==> src/rtl/serial_nibble_rx_pkg.sv <==
// -----------------------------------------------------------------------------
// serial_nibble_rx_pkg
//   Shared definitions for the serial nibble receiver:
//     NBITS_REG  - default data word width
//     PARITY_ODD - default parity sense (0 = even, 1 = odd)
//     state_t    - receiver FSM state encoding
// -----------------------------------------------------------------------------
package serial_nibble_rx_pkg;

  localparam int NBITS_REG  = 4;
  localparam bit PARITY_ODD = 1'b0;

  typedef enum logic [2:0] {
    IDLE,
    DATA,
    PARITY,
    STOP,
    RECOVER
  } state_t;

endpackage

==> src/rtl/nibble_parity.sv <==
// -----------------------------------------------------------------------------
// nibble_parity
//   Combinational parity generator: the bit a transmitter places in the
//   parity slot for the given data word.
//   Ports:
//     i_data   [NBITS_REG-1:0] - received data word
//     o_parity                 - XOR of all data bits XOR PARITY_ODD
// -----------------------------------------------------------------------------
module nibble_parity #(
  parameter int NBITS_REG  = serial_nibble_rx_pkg::NBITS_REG,
  parameter bit PARITY_ODD = serial_nibble_rx_pkg::PARITY_ODD
) (
  input  logic [NBITS_REG-1:0] i_data,
  output logic                 o_parity
);

  assign o_parity = (^i_data) ^ PARITY_ODD;

endmodule

==> src/rtl/serial_nibble_rx.sv <==
// -----------------------------------------------------------------------------
// serial_nibble_rx
//   Receives frames of: start(0), NBITS_REG data bits LSB first, parity, stop(1).
//   One bit is taken per cycle with sample_en high.
//   Ports:
//     clk_2       - clock, all state changes on the rising edge
//     reset       - asynchronous, active-low reset
//     sample_en   - bit strobe; serial_in is only looked at when high
//     serial_in   - serial line, idles high
//     data_ack    - consumer acknowledge of data_out
//     data_out    - last good word; feeds a downstream register's parallel input
//     data_valid  - data_out holds an unacknowledged word (downstream load select)
//     parity_err  - one-cycle pulse after a frame with a parity mismatch
//     frame_err   - one-cycle pulse after a frame with a 0 stop bit
//     overrun     - sticky: an unacknowledged word was overwritten
//     busy        - receiver is not in IDLE
// -----------------------------------------------------------------------------
module serial_nibble_rx #(
  parameter int NBITS_REG  = serial_nibble_rx_pkg::NBITS_REG,
  parameter bit PARITY_ODD = serial_nibble_rx_pkg::PARITY_ODD
) (
  input  logic                 clk_2,
  input  logic                 reset,
  input  logic                 sample_en,
  input  logic                 serial_in,
  input  logic                 data_ack,
  output logic [NBITS_REG-1:0] data_out,
  output logic                 data_valid,
  output logic                 parity_err,
  output logic                 frame_err,
  output logic                 overrun,
  output logic                 busy
);

  import serial_nibble_rx_pkg::state_t;
  import serial_nibble_rx_pkg::IDLE;
  import serial_nibble_rx_pkg::DATA;
  import serial_nibble_rx_pkg::PARITY;
  import serial_nibble_rx_pkg::STOP;
  import serial_nibble_rx_pkg::RECOVER;

  localparam int CW = (NBITS_REG > 1) ? $clog2(NBITS_REG) : 1;
  localparam logic [CW-1:0] CNT_LAST = CW'(NBITS_REG - 1);

  state_t               r_state;
  logic [CW-1:0]        r_cnt;
  logic [NBITS_REG-1:0] r_shift;
  logic                 r_par_bad;
  logic [NBITS_REG-1:0] r_data_out;
  logic                 r_data_valid;
  logic                 r_parity_err;
  logic                 r_frame_err;
  logic                 r_overrun;

  logic                 w_exp_parity;

  nibble_parity #(
    .NBITS_REG  (NBITS_REG),
    .PARITY_ODD (PARITY_ODD)
  ) u_parity (
    .i_data   (r_shift),
    .o_parity (w_exp_parity)
  );

  // NOTE: the shift register is a plain flop vector, not a memory, so it is
  //       cleared by reset like every other state bit; a mid-frame reset
  //       therefore leaves no trace of the abandoned frame.
  always_ff @(posedge clk_2 or negedge reset) begin
    if (!reset) begin
      r_state      <= IDLE;
      r_cnt        <= '0;
      r_shift      <= '0;
      r_par_bad    <= 1'b0;
      r_data_out   <= '0;
      r_data_valid <= 1'b0;
      r_parity_err <= 1'b0;
      r_frame_err  <= 1'b0;
      r_overrun    <= 1'b0;
    end else begin
      // Error outputs are single-cycle pulses.
      r_parity_err <= 1'b0;
      r_frame_err  <= 1'b0;

      if (r_data_valid && data_ack) begin
        r_data_valid <= 1'b0;
      end

      if (sample_en) begin
        unique case (r_state)
          IDLE: begin
            if (!serial_in) begin
              r_state <= DATA;
              r_cnt   <= '0;
            end
          end
          DATA: begin
            r_shift[r_cnt] <= serial_in;
            r_cnt          <= r_cnt + 1'b1;
            if (r_cnt == CNT_LAST) begin
              r_state <= PARITY;
            end
          end
          PARITY: begin
            r_par_bad <= serial_in ^ w_exp_parity;
            r_state   <= STOP;
          end
          STOP: begin
            if (serial_in) begin
              if (!r_par_bad) begin
                // NOTE: non-blocking assignments take the last one written in
                //       the block, so this load overrides the acknowledge clear
                //       above when a word completes in the same cycle as data_ack.
                r_data_out   <= r_shift;
                r_data_valid <= 1'b1;
                if (r_data_valid && !data_ack) begin
                  r_overrun <= 1'b1;
                end
              end else begin
                r_parity_err <= 1'b1;
              end
              r_state <= IDLE;
            end else begin
              // Broken frame: drop the word and any parity result, then wait
              // for the line to return high before hunting for a new start.
              r_frame_err <= 1'b1;
              r_state     <= RECOVER;
            end
          end
          RECOVER: begin
            if (serial_in) begin
              r_state <= IDLE;
            end
          end
          default: r_state <= IDLE;
        endcase
      end
    end
  end

  assign data_out   = r_data_out;
  assign data_valid = r_data_valid;
  assign parity_err = r_parity_err;
  assign frame_err  = r_frame_err;
  assign overrun    = r_overrun;
  assign busy       = (r_state != IDLE);

endmodule

==> config.mk <==
export PLATFORM = sky130hd
export DESIGN_NAME = serial_nibble_rx
export DESIGN_NICKNAME = d
export VERILOG_FILES = /design/src/rtl/serial_nibble_rx_pkg.sv /design/src/rtl/nibble_parity.sv /design/src/rtl/serial_nibble_rx.sv
export SDC_FILE = /design/constraint.sdc
export NUM_CORES = 1
export LEC_CHECK = 0
export CAP_MARGIN = 20
export CORE_AREA = 3 3 65 67
export CTS_CLUSTER_SIZE = 30
export DETAILED_ROUTE_END_ITERATION = 7
export DIE_AREA = 0 0 68 70
export REMOVE_ABC_BUFFERS = 1
export SLEW_MARGIN = 20
export SYNTH_ARGS = -nofsm -noshare
export SYNTH_HDL_FRONTEND = slang
export SYNTH_HIERARCHICAL = 1
export SYNTH_SLANG_ARGS = --single-unit
==> constraint.sdc <==
create_clock -name clk_2 -period 1.5 [get_ports clk_2]
set_input_delay 0.15 -clock clk_2 [delete_from_list [all_inputs] [get_ports clk_2]]
set_output_delay 0.15 -clock clk_2 [all_outputs]
set_load 0.05 [all_outputs]
==> flow_summary.json <==
{
  "first_global_vias": 608,
  "wl_met2_um": 794,
  "max_freq_ghz": 0.691,
  "cts_tree": "built",
  "syn2layout_area_growth_pct": 31.6,
  "status": "finished clean",
  "grt-ovfl-total": 0,
  "hold_viol": 0,
  "grt_pass1_wl_mm": 2.82,
  "die_width_um": 68,
  "seq_cell_power_mw": 0.817,
  "worst_ep_required_time_ps": 1350,
  "r2r_cells": 4,
  "rows": 22,
  "finalPower_mw": 2.32,
  "critPathMaxFanout": 8,
  "final_nets": 108,
  "tool_warnings": 28,
  "p_int_mw": 1.45,
  "antenna_left": 0,
  "filler_cell_count": 392,
  "pre_cts_ws_ps": -149,
  "final_cells": 146,
  "dr_wl_met3_um": 114,
  "h-tree-depth": 1,
  "p_sw_share_pct": 37.3,
  "ir_worst_vdd_mv": 0.370,
  "yosys_warnings": 6,
  "cts_sinks": 18,
  "period_needed_ps": 1450,
  "timing.max_cap.violations": 0,
  "core_um2": 3690,
  "routed_via_density": 4.32,
  "drt-initial-drc-count": 25,
  "layout_top_cells": "buf_4 (19), dfrtp_1 (17), nand2_1 (7)",
  "period_used_pct": 96.4,
  "startpoint": "r_state[2]",
  "drt-met1-wl_um": 693,
  "mostFrequentLayoutCell": "buf_4",
  "fin_ws_ps": 53.7,
  "endpoint_kind": "primary output",
  "synth_cell_types": 28,
  "clkSlewWorstSetupHoldPaths_ps": 70,
  "leakage_nw": 0.610,
  "synth_chip_area_um2": 913,
  "drtPass1Iterations": 4
}
Yosys cell counts (3+ instances only):
master | number | area share (%)
mux2_4 | 4 | 6.6
nor2_1 | 3 | 1.2
dfrtp_1 | 18 | 49
ha_1 | 4 | 5.5
mux2_2 | 5 | 6.2
buf_4 | 4 | 3.3
o21ai_0 | 3 | 1.6
nand2_1 | 7 | 2.9
inv_1 | 5 | 2.1
xnor2_1 | 3 | 2.9
worst max-delay path: stages (launching register included):
cell     delay (ps)
dfrtp_1         390
buf_4           160
or3_4           330
buf_8           160
logic make-up after synthesis:
kind of cell	after synthesis	synth area share, %
buffers and inverters	10	6.58
AND/OR/NAND/NOR	17	13.2
AND-OR/OR-AND	12	8.91
XOR/XNOR	4	3.84
adder cells (fa/ha/maj)	4	5.48
multiplexers	9	12.7
flip-flops	18	49.3
sequential cells by signal, indices dropped and copies added (netlist names):
signal / cells
data_out: 4
r_par_bad: 1
r_cnt: 2
overrun: 1
r_state: 3
frame_err: 1
parity_err: 1
r_shift: 4
data_valid: 1
layout make-up:
| class | instances | area, um^2 | area share (%) |
|---|---|---|---|
| inverters | 5 | 18.8 | 1.56 |
| flip-flops and latches | 18 | 452 | 37.6 |
| multi-input cells | 46 | 408 | 33.9 |
| clock buffers | 4 | 55.1 | 4.58 |
| repair buffers | 25 | 209 | 17.4 |
| well taps | 48 | 60.1 | 4.99 |
metrics by stage:
| step | instance area (um^2) | TNS, ps | util, % |
|---|---|---|---|
| 5_1_grt | 1200 | 0 | 32.6 |
| 4_1_cts | 1180 | 0 | 32.0 |
| 3_3_place_gp | 1110 | -787 | 30.2 |
| 6_report | 1200 | 0 | 32.6 |
| 2_1_floorplan | 872 | 0 | - |
| 3_5_place_dp | 1110 | -1010 | 30.2 |
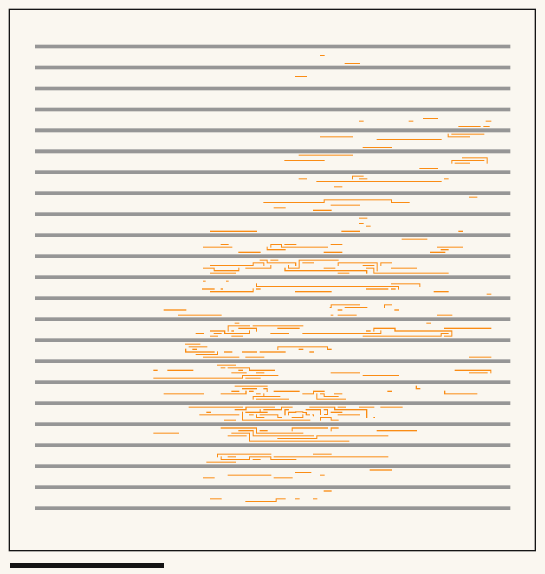
m1.png
Scale bar: 20 um. Supply wires on this layer in gray.
main direction: horizontal
longest straight run: 18.4 um
wire length on this layer: 693 um
share of all routed wire: 43%
nets with wire on the layer: 91

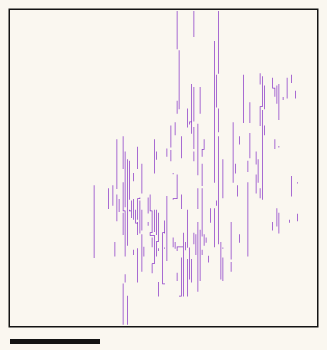
m2.png
Scale bar: 20 um.
nets with wire on the layer: 93
wire length on this layer: 794 um
longest straight run: 31.3 um
share of all routed wire: 49%
M2 GR Usage: 11.9%
via count: 631
Routed Wire Length: 1.62 mm

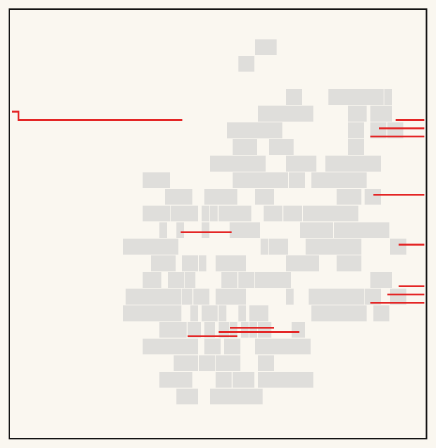
m3.png
Cells faint in the background.
longest straight run: 26.7 um
main direction: horizontal
nets with wire on the layer: 12
share of all routed wire: 7.1%
wire length on this layer: 115 um
M3 GR Usage: 3.38%

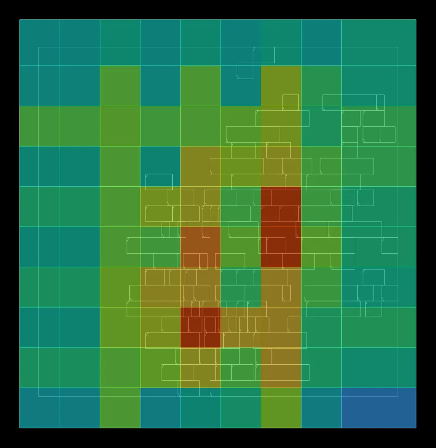
congestion_map.png
gr usage total: 7.87%
GRT busiest layer: met2

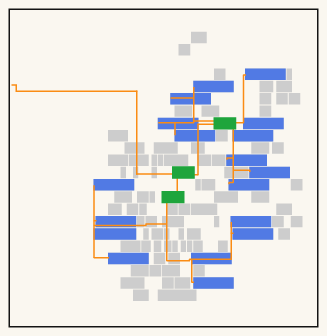
clock_wires.png
[blue] flip-flops | count: 18
[green] clock-net drivers | count: 3
[orange] clock wires | length: 232 um
routed clock nets: 4
clock power share: 16.5%
Power Clock: 0.382 mW

Power and IR drop assume default switching activity.
